<file path="src/rtl/matrix_fifo_loader.sv">
// rtl/matrix_fifo_loader.sv - fetches matrix A rows and vector B from memory and streams their bytes into the MAC input FIFOs
module matrix_fifo_loader #(
    parameter int DATA_WIDTH = 8,
    parameter int ROWS       = 8,
    parameter int COLS       = 8,
    parameter int ADDR_WIDTH = 32,
    parameter int BASE_ADDR  = 0
) (
    input  logic                         clk,
    input  logic                         rst,
    input  logic                         start,
    output logic                         busy,
    output logic                         done,
    output logic [ADDR_WIDTH-1:0]        mem_address,
    output logic                         mem_read,
    input  logic                         mem_waitrequest,
    input  logic [COLS*DATA_WIDTH-1:0]   mem_readdata,
    input  logic                         mem_readdatavalid,
    output logic [DATA_WIDTH-1:0]        fifo_wrdata,
    output logic [ROWS-1:0]              a_wrreq,
    input  logic [ROWS-1:0]              a_wrfull,
    output logic                         b_wrreq,
    input  logic                         b_wrfull
);
    localparam int W  = COLS * DATA_WIDTH;
    // Row counter runs 0..ROWS; the extra value ROWS selects the B vector word
    localparam int RW = $clog2(ROWS + 1);
    localparam int BW = (COLS > 1) ? $clog2(COLS) : 1;

    typedef enum logic [2:0] {
        S_IDLE,
        S_REQ,
        S_WAIT,
        S_WRITE,
        S_DONE
    } state_t;

    state_t                state_q, state_d;
    logic [RW-1:0]         row_q, row_d;
    logic [BW-1:0]         byte_q, byte_d;
    logic [W-1:0]          word_q, word_d;

    logic                  target_b;
    logic                  target_full;
    logic [ROWS-1:0]       row_onehot;
    logic [DATA_WIDTH-1:0] cur_byte;

    // Decode the current row into a FIFO select and pick the element addressed by the byte counter
    always_comb begin
        row_onehot = '0;
        for (int r = 0; r < ROWS; r++) begin
            row_onehot[r] = (row_q == RW'(r));
        end
        target_b    = (row_q == RW'(ROWS));
        // wrfull is used combinationally so a write lands in the first cycle the FIFO has room
        target_full = target_b ? b_wrfull : |(a_wrfull & row_onehot);
        cur_byte    = '0;
        for (int k = 0; k < COLS; k++) begin
            if (byte_q == BW'(k)) begin
                cur_byte = word_q[k*DATA_WIDTH +: DATA_WIDTH];
            end
        end
    end

    // Next-state and output logic: one read per word, then COLS single-cycle FIFO strobes
    always_comb begin
        state_d     = state_q;
        row_d       = row_q;
        byte_d      = byte_q;
        word_d      = word_q;
        busy        = 1'b0;
        done        = 1'b0;
        mem_read    = 1'b0;
        mem_address = '0;
        fifo_wrdata = '0;
        a_wrreq     = '0;
        b_wrreq     = 1'b0;
        case (state_q)
            S_IDLE, S_DONE: begin
                done = (state_q == S_DONE);
                if (start) begin
                    state_d = S_REQ;
                    row_d   = '0;
                    byte_d  = '0;
                end
            end
            S_REQ: begin
                busy        = 1'b1;
                mem_read    = 1'b1;
                mem_address = ADDR_WIDTH'(BASE_ADDR) + ADDR_WIDTH'(row_q);
                if (!mem_waitrequest) begin
                    state_d = S_WAIT;
                end
            end
            S_WAIT: begin
                busy = 1'b1;
                if (mem_readdatavalid) begin
                    word_d  = mem_readdata;
                    byte_d  = '0;
                    state_d = S_WRITE;
                end
            end
            S_WRITE: begin
                busy        = 1'b1;
                fifo_wrdata = cur_byte;
                if (!target_full) begin
                    a_wrreq = target_b ? '0 : row_onehot;
                    b_wrreq = target_b;
                    if (byte_q == BW'(COLS - 1)) begin
                        byte_d = '0;
                        if (target_b) begin
                            state_d = S_DONE;
                        end else begin
                            row_d   = row_q + RW'(1);
                            state_d = S_REQ;
                        end
                    end else begin
                        byte_d = byte_q + BW'(1);
                    end
                end
            end
            default: state_d = S_IDLE;
        endcase
    end

    // State, counters and word register; reset aborts any load in progress
    always_ff @(posedge clk) begin
        if (rst) begin
            state_q <= S_IDLE;
            row_q   <= '0;
            byte_q  <= '0;
            word_q  <= '0;
        end else begin
            state_q <= state_d;
            row_q   <= row_d;
            byte_q  <= byte_d;
            word_q  <= word_d;
        end
    end
endmodule

</file>
<file path="config.mk">
export PLATFORM = sky130hd
export DESIGN_NAME = matrix_fifo_loader
export DESIGN_NICKNAME = d
export VERILOG_FILES = /design/src/rtl/matrix_fifo_loader.sv
export SDC_FILE = /design/constraint.sdc
export NUM_CORES = 1
export LEC_CHECK = 0
export ABC_AREA = 1
export CORE_MARGIN = 3
export CORE_UTILIZATION = 50
export CTS_BUF_LIST = sky130_fd_sc_hd__clkbuf_4 sky130_fd_sc_hd__clkbuf_8
export DETAILED_ROUTE_END_ITERATION = 16
export DONT_BUFFER_PORTS = 1
export GPL_TIMING_DRIVEN = 0
export PLACE_DENSITY = 0.63
export SYNTH_ARGS = -nofsm -noshare
export SYNTH_HDL_FRONTEND = slang
export SYNTH_SLANG_ARGS = --single-unit
</file>
<file path="constraint.sdc">
create_clock -name clk -period 1.85 [get_ports clk]
set_clock_uncertainty 0.05 [all_clocks]
set_input_delay 0.185 -clock clk [delete_from_list [all_inputs] [get_ports clk]]
set_output_delay 0.185 -clock clk [all_outputs]
set_load 0.02 [all_outputs]
</file>
**Run 1: signal wires on met1**

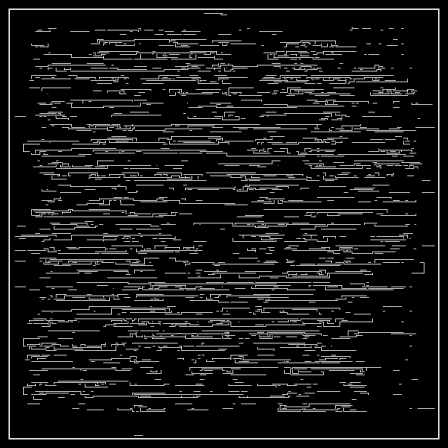
longest straight run	35.9 um
main direction	horizontal
detailed-route via count: 4173
post-detailed-routing wire length: 11500 um
met1 demand-to-capacity share in global routing: 33.4%

**Run 1: signal wires on met2**

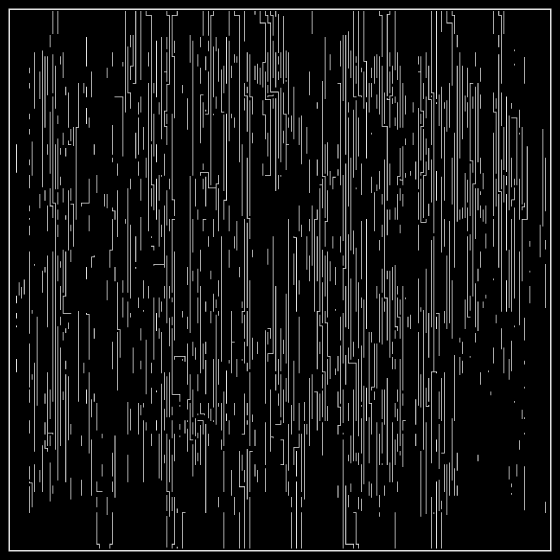
main direction	vertical
wire length on this layer	5530 um
share of all routed wire	48%
met2 Use GR: 41.5%

==> impl_metrics.json, run 1 <==
{
  "result_of_the_run": "complete, but fails checks",
  "failed_checks": "negative hold slack, negative setup slack",
  "yosys_area_sq_um": 4030,
  "drc_errors": 0,
  "worst_slack_ps": -319,
  "peakVddDrop_mv": 0.502,
  "worst_setup_path_startpoint": "byte_q[0]",
  "grt-busiest-layer": "met2",
  "synthCells": 607,
  "hold_start": "mem_readdata[61]",
  "timing_worst_setup_path_type": "reg2out",
  "globalplace.congestion": 0.825,
  "yosys-stat-cells": 607,
  "synth_xor_xnor_area_share_pct": 0.434,
  "post_route_cells_drive_above_1_share_pct": 24.2,
  "final_max_slew_viol_count": 0,
  "cts_tree": "yes",
  "yosysWarningCount": 0,
  "grt_pass1_wl_um": 18200,
  "synth_adder_area_share_pct": 3.10,
  "timing.critical_path.arrival_ps": 1930,
  "yosysSeqAreaShare_pct": 36.7,
  "layout.cell_area.non_filler_sq_um": 5710,
  "top_area_share_pct": 36.7,
  "logic_family_by_area": "simple AND/OR/NAND/NOR gates",
  "ctsLongestPathBuffers": 2,
  "crit_path_start_kind": "register",
  "cts.reportedPaths.clkPinSlew_ps": 80,
  "final_nets": 805,
  "initial_cell_density_of_the_core_pct": 51.9,
  "timing.rr.start": "row_q[1]",
  "timing.final.setup_violations": 16,
  "post_placement_cell_area_sq_um": 4340,
  "max_freq_mhz": 461,
  "hold-worst-slack_ps": -12.1,
  "hold_violations": 1,
  "lay_top_cells": "nor2_1, o21ai_0, dfxtp_1",
  "end_kind": "output pin"
}
**Run 1: signal wires on met3**

The bar under the picture is 20 um long.
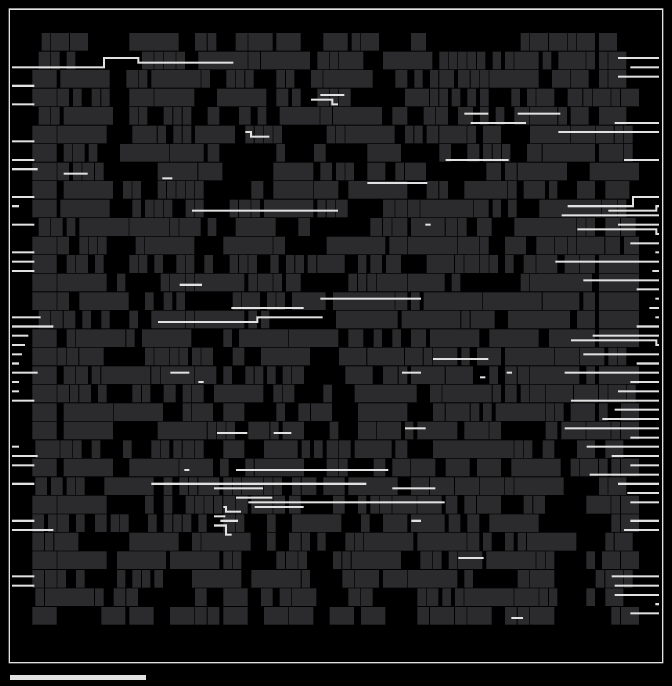
wire length on this layer	698 um
main direction	horizontal
nets with wire on the layer	103
longest straight run	31.3 um
share of all routed wire	6.1%
global routing usage on met3: 4.07%

==> run 1: flip-flops by register name, indices dropped and copies added, names as in the netlist <==
| signal | count |
|---|---|
| row_q | 4 |
| byte_q | 3 |
| state_q | 3 |
| word_q | 64 |
==> run 1: stage by stage <==
| stage | utilization, % | instances | hold slack, ps |
|---|---|---|---|
| after CTS | 72.1 | 819 | 1.86 |
| after global placement | 55.9 | 736 | 202 |
| final | 73.6 | 824 | -12.1 |
| after floorplan | - | 634 | 200 |
| after global routing | 73.6 | 824 | 17.0 |
| after detailed placement | 55.9 | 736 | 204 |
==> run 1: cells by family after synthesis <==
logic type	count (synthesis)
simple gates	304
buf+inv	100
other cells	1
compound gates	116
xor+xnor	2
fa+ha+maj	10
flops	74
==> run 1: area by class of cell <==
type,count,area share (%)
flip-flops and latches,74,26.3
multi-input cells,461,45.4
clock buffers,10,2.30
plain buffers,56,6.48
well taps,102,2.23
repair buffers,72,13.1
inverters,43,3.42
clock inverters,6,0.744
==> run 1: timing repair <==
item / in CTS / in global routing
endpoints found under the hold margin: 63 / 0
hold buffers: 58 / 0
resized: 112 / 25
endpoints found under the setup margin: 17 / 17
pin swaps: 37 / 30
setup buffers: 8 / 3
cloned: 2 / 2
==> run 1: critical path, delay by kind of cell, from the launching register on <==
| family | cells | cell delay [ps] |
|---|---|---|
| AND-OR/OR-AND | 3 | 420 |
| adder cells (fa/ha/maj) | 1 | 130 |
| buffers and inverters | 3 | 260 |
| flip-flops | 1 | 370 |
| AND/OR/NAND/NOR | 4 | 410 |
==> run 1: where the power goes <==
group / switching [mW] / leakage, nW / internal (mW)
clock: 0.639 / 0.0861 / 0.504
sequential: 0.196 / 0.603 / 1.86
combinational: 1.33 / 1.74 / 0.874
==> inputs of run 2 (changes only) <==
- PLACE_DENSITY: 0.63 -> unset
- REMOVE_ABC_BUFFERS: unset -> 1
**Run 2: signal wires on met3**

The bar under the picture is 20 um long.
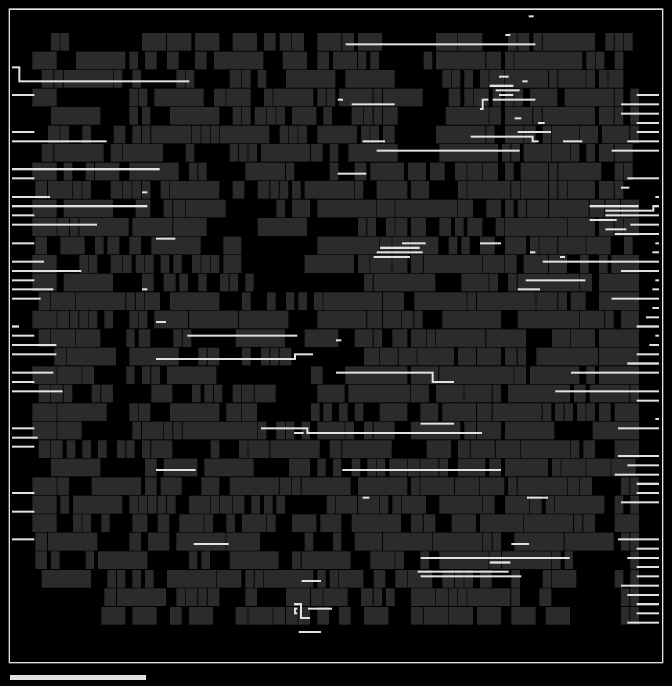
main direction	horizontal
share of all routed wire	6.2%
longest straight run	27.6 um
wire length on this layer	755 um
nets with wire on the layer	114

==> run 2 against run 1 <==
  * Sequential power about the same
  * Critical endpoint is now fifo_wrdata[6]
  * Utilization increased by 0.89 points
  * Die area did not move
  * Non-clock buffer count down 34
  * Largest cell class unchanged
  * Largest power group unchanged
  * The flow still finishes with violations (negative hold slack, negative setup slack)
==> impl_metrics.json, run 2 <==
{
  "timing.critical_path.arrival_ps": 2000,
  "largest_register_ff_count": 64,
  "core_area_sq_um": 7770,
  "dp.cells": 680,
  "cts_made_buffers": 9,
  "place_worst_setup_slack_ps": -764,
  "drc_errors": 0,
  "power-per-cell-area_nw_per_um2": 1040,
  "timing_worst_setup_path_type": "reg2out",
  "detailroute.via_count": 4174,
  "top_area_share_pct": 36.7,
  "synth.area.mux_share_pct": 0,
  "ctsLongestPathBuffers": 2,
  "groute.layer.met3.usage_pct": 4.22,
  "ys.flop_type": "dfxtp_1",
  "placementRows": 32,
  "lay_top_cells": "nor2_1, o21ai_0, dfxtp_1",
  "globalplace.congestion": 0.813,
  "r2r_setup_slack_ps": 0,
  "warnings": 34,
  "postSynthRegisterBits": 74,
  "yosysWarningCount": 0,
  "synth_async_sr_flop_share_pct": 0,
  "synth_xor_xnor_area_share_pct": 0.434,
  "most_common_cell_in_the_synthesized_netlist": "nor2_1",
  "timing.critical_path.required_ps": 1620,
  "grt.met2_usage_pct": 40.8,
  "netlist_area_sq_um": 4030,
  "max_freq_mhz": 447,
  "final_nets": 774,
  "worst_slack_ps": -388,
  "failed_checks": "negative hold slack, negative setup slack",
  "largest_register": "word_q",
  "drt.antenna.violating_nets": 0,
  "met3_wirelength_um": 754,
  "post_route_cells_drive_above_1_share_pct": 25.2,
  "post-route-min-period_ps": 2240,
  "track_usage_pct": 23.9,
  "synth.lib_cells_used.distinct": 31,
  "layout.cell_area.non_filler_sq_um": 5780,
  "logic_family_by_area": "simple AND/OR/NAND/NOR gates",
  "fin_util_pct": 74.5,
  "synthCells": 607,
  "crit_path_start_kind": "register",
  "registers_with_the_most_flip_flops": "word_q x64, row_q x4",
  "hold-worst-slack_ps": -2.01,
  "final_max_slew_viol_count": 0,
  "compound_area_share_pct": 14.5,
  "cts.reportedPaths.clkPinSlew_ps": 70,
  "end_kind": "output pin",
  "fp.dieW_um": 95.8,
  "result_of_the_run": "complete, but fails checks",
  "yosys-stat-cells": 607,
  "num_io_pins": 130,
  "layout_top_cell": "nor2_1",
  "grt-busiest-layer": "met2",
  "yosysSeqAreaShare_pct": 36.7,
  "drv.max_cap_violation_count": 0,
  "highest-signal-layer": "met4",
  "drt-vias-per-instance": 5.26,
  "grt.overflow.total": 0,
  "timing.final.setup_violations": 17,
  "hold_violations": 1,
  "cts_tree": "yes",
  "numPortBuffers": 0,
  "synthDominantAreaCellType": "dfxtp_1",
  "peakVddDrop_mv": 0.494,
  "grt_antenna_before_repair": 0,
  "instances_no_fill": 793,
  "synth_adder_area_share_pct": 3.10,
  "enable_flop_cells": 0,
  "clock_tree.root_cell": "clkbuf_8",
  "initial_cell_density_of_the_core_pct": 51.9,
  "yosys_area_sq_um": 4030,
  "drt_first_pass_iters": 4,
  "insertion_delay_ps": 350,
  "mean_routed_wirelength_per_cell_um": 15.4,
  "grt_start_max_net_pins": 69,
  "drt-total-wl_um": 12200,
  "gr-usage-met1_pct": 29.0,
  "timing.setup.tns_ps": -4680,
  "grt_pass1_wl_um": 17100,
  "post_placement_cell_area_sq_um": 3950
}
==> run 2: worst paths after layout <==
path	from	end	cells after the start
hold reg to reg	word_q[47]	word_q[47]	2
setup / recovery	byte_q[0]	fifo_wrdata[6]	11
hold / removal	mem_readdata[43]	word_q[43]	2
setup reg to reg	row_q[1]	state_q[2]	13
==> run 2: layout make-up <==
| type | count | area (sq um) | area share (%) |
|---|---|---|---|
| well taps | 102 | 128 | 2.21 |
| repair inverters | 1 | 7.51 | 0.130 |
| clock inverters | 5 | 78.8 | 1.36 |
| multi-input cells | 463 | 2750 | 47.6 |
| repair buffers | 94 | 951 | 16.4 |
| inverters | 43 | 220 | 3.81 |
| flip-flops and latches | 74 | 1510 | 26.0 |
| clock buffers | 11 | 139 | 2.40 |
==> run 2: worst max-delay path: stages, from the launching register on <==
cell     delay, ps
dfxtp_4        370
inv_4           80
ha_4           130
inv_2           40
nor2_4         110
buf_12         140
nand3_2        100
nand3_2         90
a21oi_2         60
o21ai_2        210
nand2_2        100
a21oi_4        220
==> run 2: logic make-up after synthesis <==
family	after synthesis
buffers and inverters	100
AND/OR/NAND/NOR	304
other	1
AND-OR/OR-AND	116
adder cells (fa/ha/maj)	10
XOR/XNOR	2
flip-flops	74
==> run 2: repair_timing <==
action | CTS | global route
endpoints found under the hold margin | 63 | 1
cloned | 3 | 3
endpoints found under the setup margin | 88 | 90
resized | 112 | 83
pin swaps | 28 | 41
buffers inserted | 14 | 18
hold buffers | 58 | 1
==> run 2: power by group <==
part	switching, mW	leakage [nW]	internal [mW]
clock	0.607	0.114	0.788
combinational	1.50	1.64	1.02
sequential	0.214	0.605	1.86
total	2.32	2.36	3.67
==> inputs of run 3 (changes only) <==
- RECOVER_POWER: unset -> 50
**Run 3: track usage over the die**

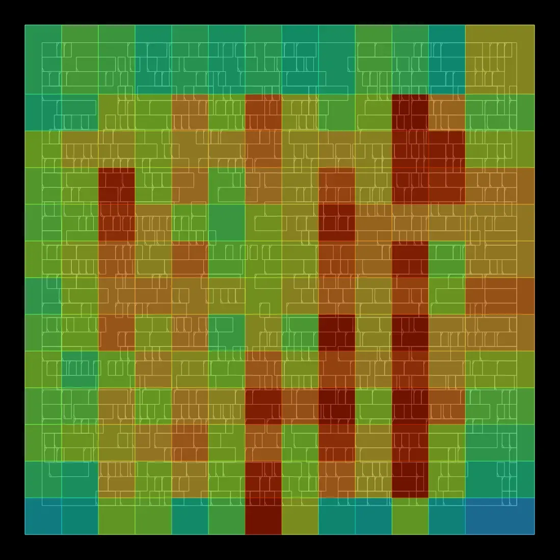
Post-Route Utilization: 74.2%
global routing usage on met3: 4.22%

==> run 3 against run 2 <==
  * The run still ends with negative hold slack, negative setup slack left
  * Area after synthesis is the same
  * Global-route usage unchanged
  * Worst hold slack improved by 1.8 ps
  * Power shrank 0.25%
  * Clock-buffer cell count did not move
  * Via count down 0.22%
  * Fmax fell by 0.17%
  * Sequential cell count unchanged
  * Die area did not move
  * Sequential share of layout area rose by 0.090 points
  * Critical path depth unchanged
  * Critical endpoint unchanged
==> impl_metrics.json, run 3 <==
{
  "final_max_slew_viol_count": 0,
  "post_route_cells_drive_above_1_share_pct": 25.2,
  "hold_violations": 1,
  "r2r_setup_slack_ps": -10,
  "enable_flop_cells": 0,
  "globalplace.congestion": 0.813,
  "most_common_cell_in_the_synthesized_netlist": "nor2_1",
  "core_area_sq_um": 7770,
  "drt-vias-per-instance": 5.25,
  "worstSetupPathDepth": 11,
  "drv.max_cap_violation_count": 0,
  "max_freq_mhz": 446,
  "ctsLongestPathBuffers": 2,
  "initial_cell_density_of_the_core_pct": 51.9,
  "yosysWarningCount": 0,
  "synth_async_sr_flop_share_pct": 0,
  "grt_pass1_wl_um": 17100,
  "grt.overflow.total": 0,
  "cts_made_buffers": 9,
  "placementRows": 32,
  "timing.setup.tns_ps": -4600,
  "drt.antenna.violating_nets": 0,
  "warnings": 34,
  "synth.lib_cells_used.distinct": 31,
  "insertion_delay_ps": 350,
  "whs_endpoint": "word_q[43]",
  "drc_errors": 0,
  "timing.critical_path.required_ps": 1620,
  "result_of_the_run": "complete, but fails checks",
  "timing.final.setup_violations": 17,
  "critPathMostFrequentCell": "nand3_2",
  "mean_routed_wirelength_per_cell_um": 15.5,
  "netlist_area_sq_um": 4030,
  "instances_no_fill": 793,
  "worst_slack_ps": -391,
  "fp.dieW_um": 95.8,
  "whs_path_depth": 2,
  "yosys-stat-cells": 607,
  "power-per-cell-area_nw_per_um2": 1040,
  "yosysSeqAreaShare_pct": 36.7,
  "synthDominantAreaCellType": "dfxtp_1",
  "failed_checks": "negative hold slack, negative setup slack",
  "numPortBuffers": 0,
  "timing.critical_path.max_delay_family": "AND-OR/OR-AND gates",
  "timing.critical_path.slowest_stage_cell": "dfxtp_4",
  "layout.cell_area.non_filler_sq_um": 5760,
  "layout_top_cell": "nor2_1",
  "dp.cells": 680,
  "track_usage_pct": 23.9,
  "timing.critical_path.arrival_ps": 2010,
  "hold-worst-slack_ps": -0.175,
  "r2r-end": "state_q[2]",
  "cts.reportedPaths.clkPinSlew_ps": 70,
  "synthCells": 607,
  "grt_antenna_before_repair": 0,
  "largest_register_ff_count": 64,
  "top_area_share_pct": 36.7,
  "lay_top_cells": "nor2_1, o21ai_0, dfxtp_1",
  "peakVddDrop_mv": 0.494
}
==> run 3: cell counts after synthesis <==
Identical to the previous run, type by type.
==> run 3: layout make-up <==
class / instances / area [sq um]
Multi-Input combinational cell: 463 / 2750
Fill cell: 603 / 2000
Sequential cell: 74 / 1510
Timing Repair Buffer: 94 / 935
Inverter: 43 / 216
Clock buffer: 11 / 139
Tap cell: 102 / 128
Clock inverter: 5 / 78.8
Timing Repair inverter: 1 / 7.51
==> run 3: worst max path at each step <==
stage,from,to
after floorplan,state_q[1],word_q[0]
after global placement,state_q[1],word_q[10]
after detailed placement,state_q[1],word_q[0]
after CTS,byte_q[0],fifo_wrdata[5]
after global routing,byte_q[0],fifo_wrdata[1]
final,byte_q[0],fifo_wrdata[6]
==> run 3: kinds of logic (layout without fill, tap and decap cells) <==
group / count (synthesis) / after routing / share of synthesized area [%]
fa+ha+maj: 10 / 10 / 3.10
buf+inv: 100 / 154 / 12.6
other cells: 1 / 28 / 0.0930
simple gates: 304 / 307 / 32.5
xor+xnor: 2 / 2 / 0.434
compound gates: 116 / 116 / 14.5
flops: 74 / 74 / 36.7
==> run 3: what timing repair did <==
action                     in CTS  in global routing
pin swaps                      28                 41
setup buffers                  14                 18
gates resized                 112                 83
setup endpoints to repair      88                 90
hold buffers                   58                  1
cloned                          3                  3
hold endpoints to repair       63                  1
==> run 3: report_power, final <==
group          leakage [nW]  switching (mW)  internal (mW)
Clock                 0.114           0.607          0.788
Sequential            0.605           0.213           1.86
Combinational          1.63            1.50           1.00
Total                  2.35            2.32           3.65
==> run 3: metal layers <==
metal,share of wire (%),global-route usage [%]
met4,3.8,11.7
met5,0,0
met1,41,29.0
met2,49,40.8
met3,5.9,4.22
No activity file was given, so power comes from the tool's default toggle rates.
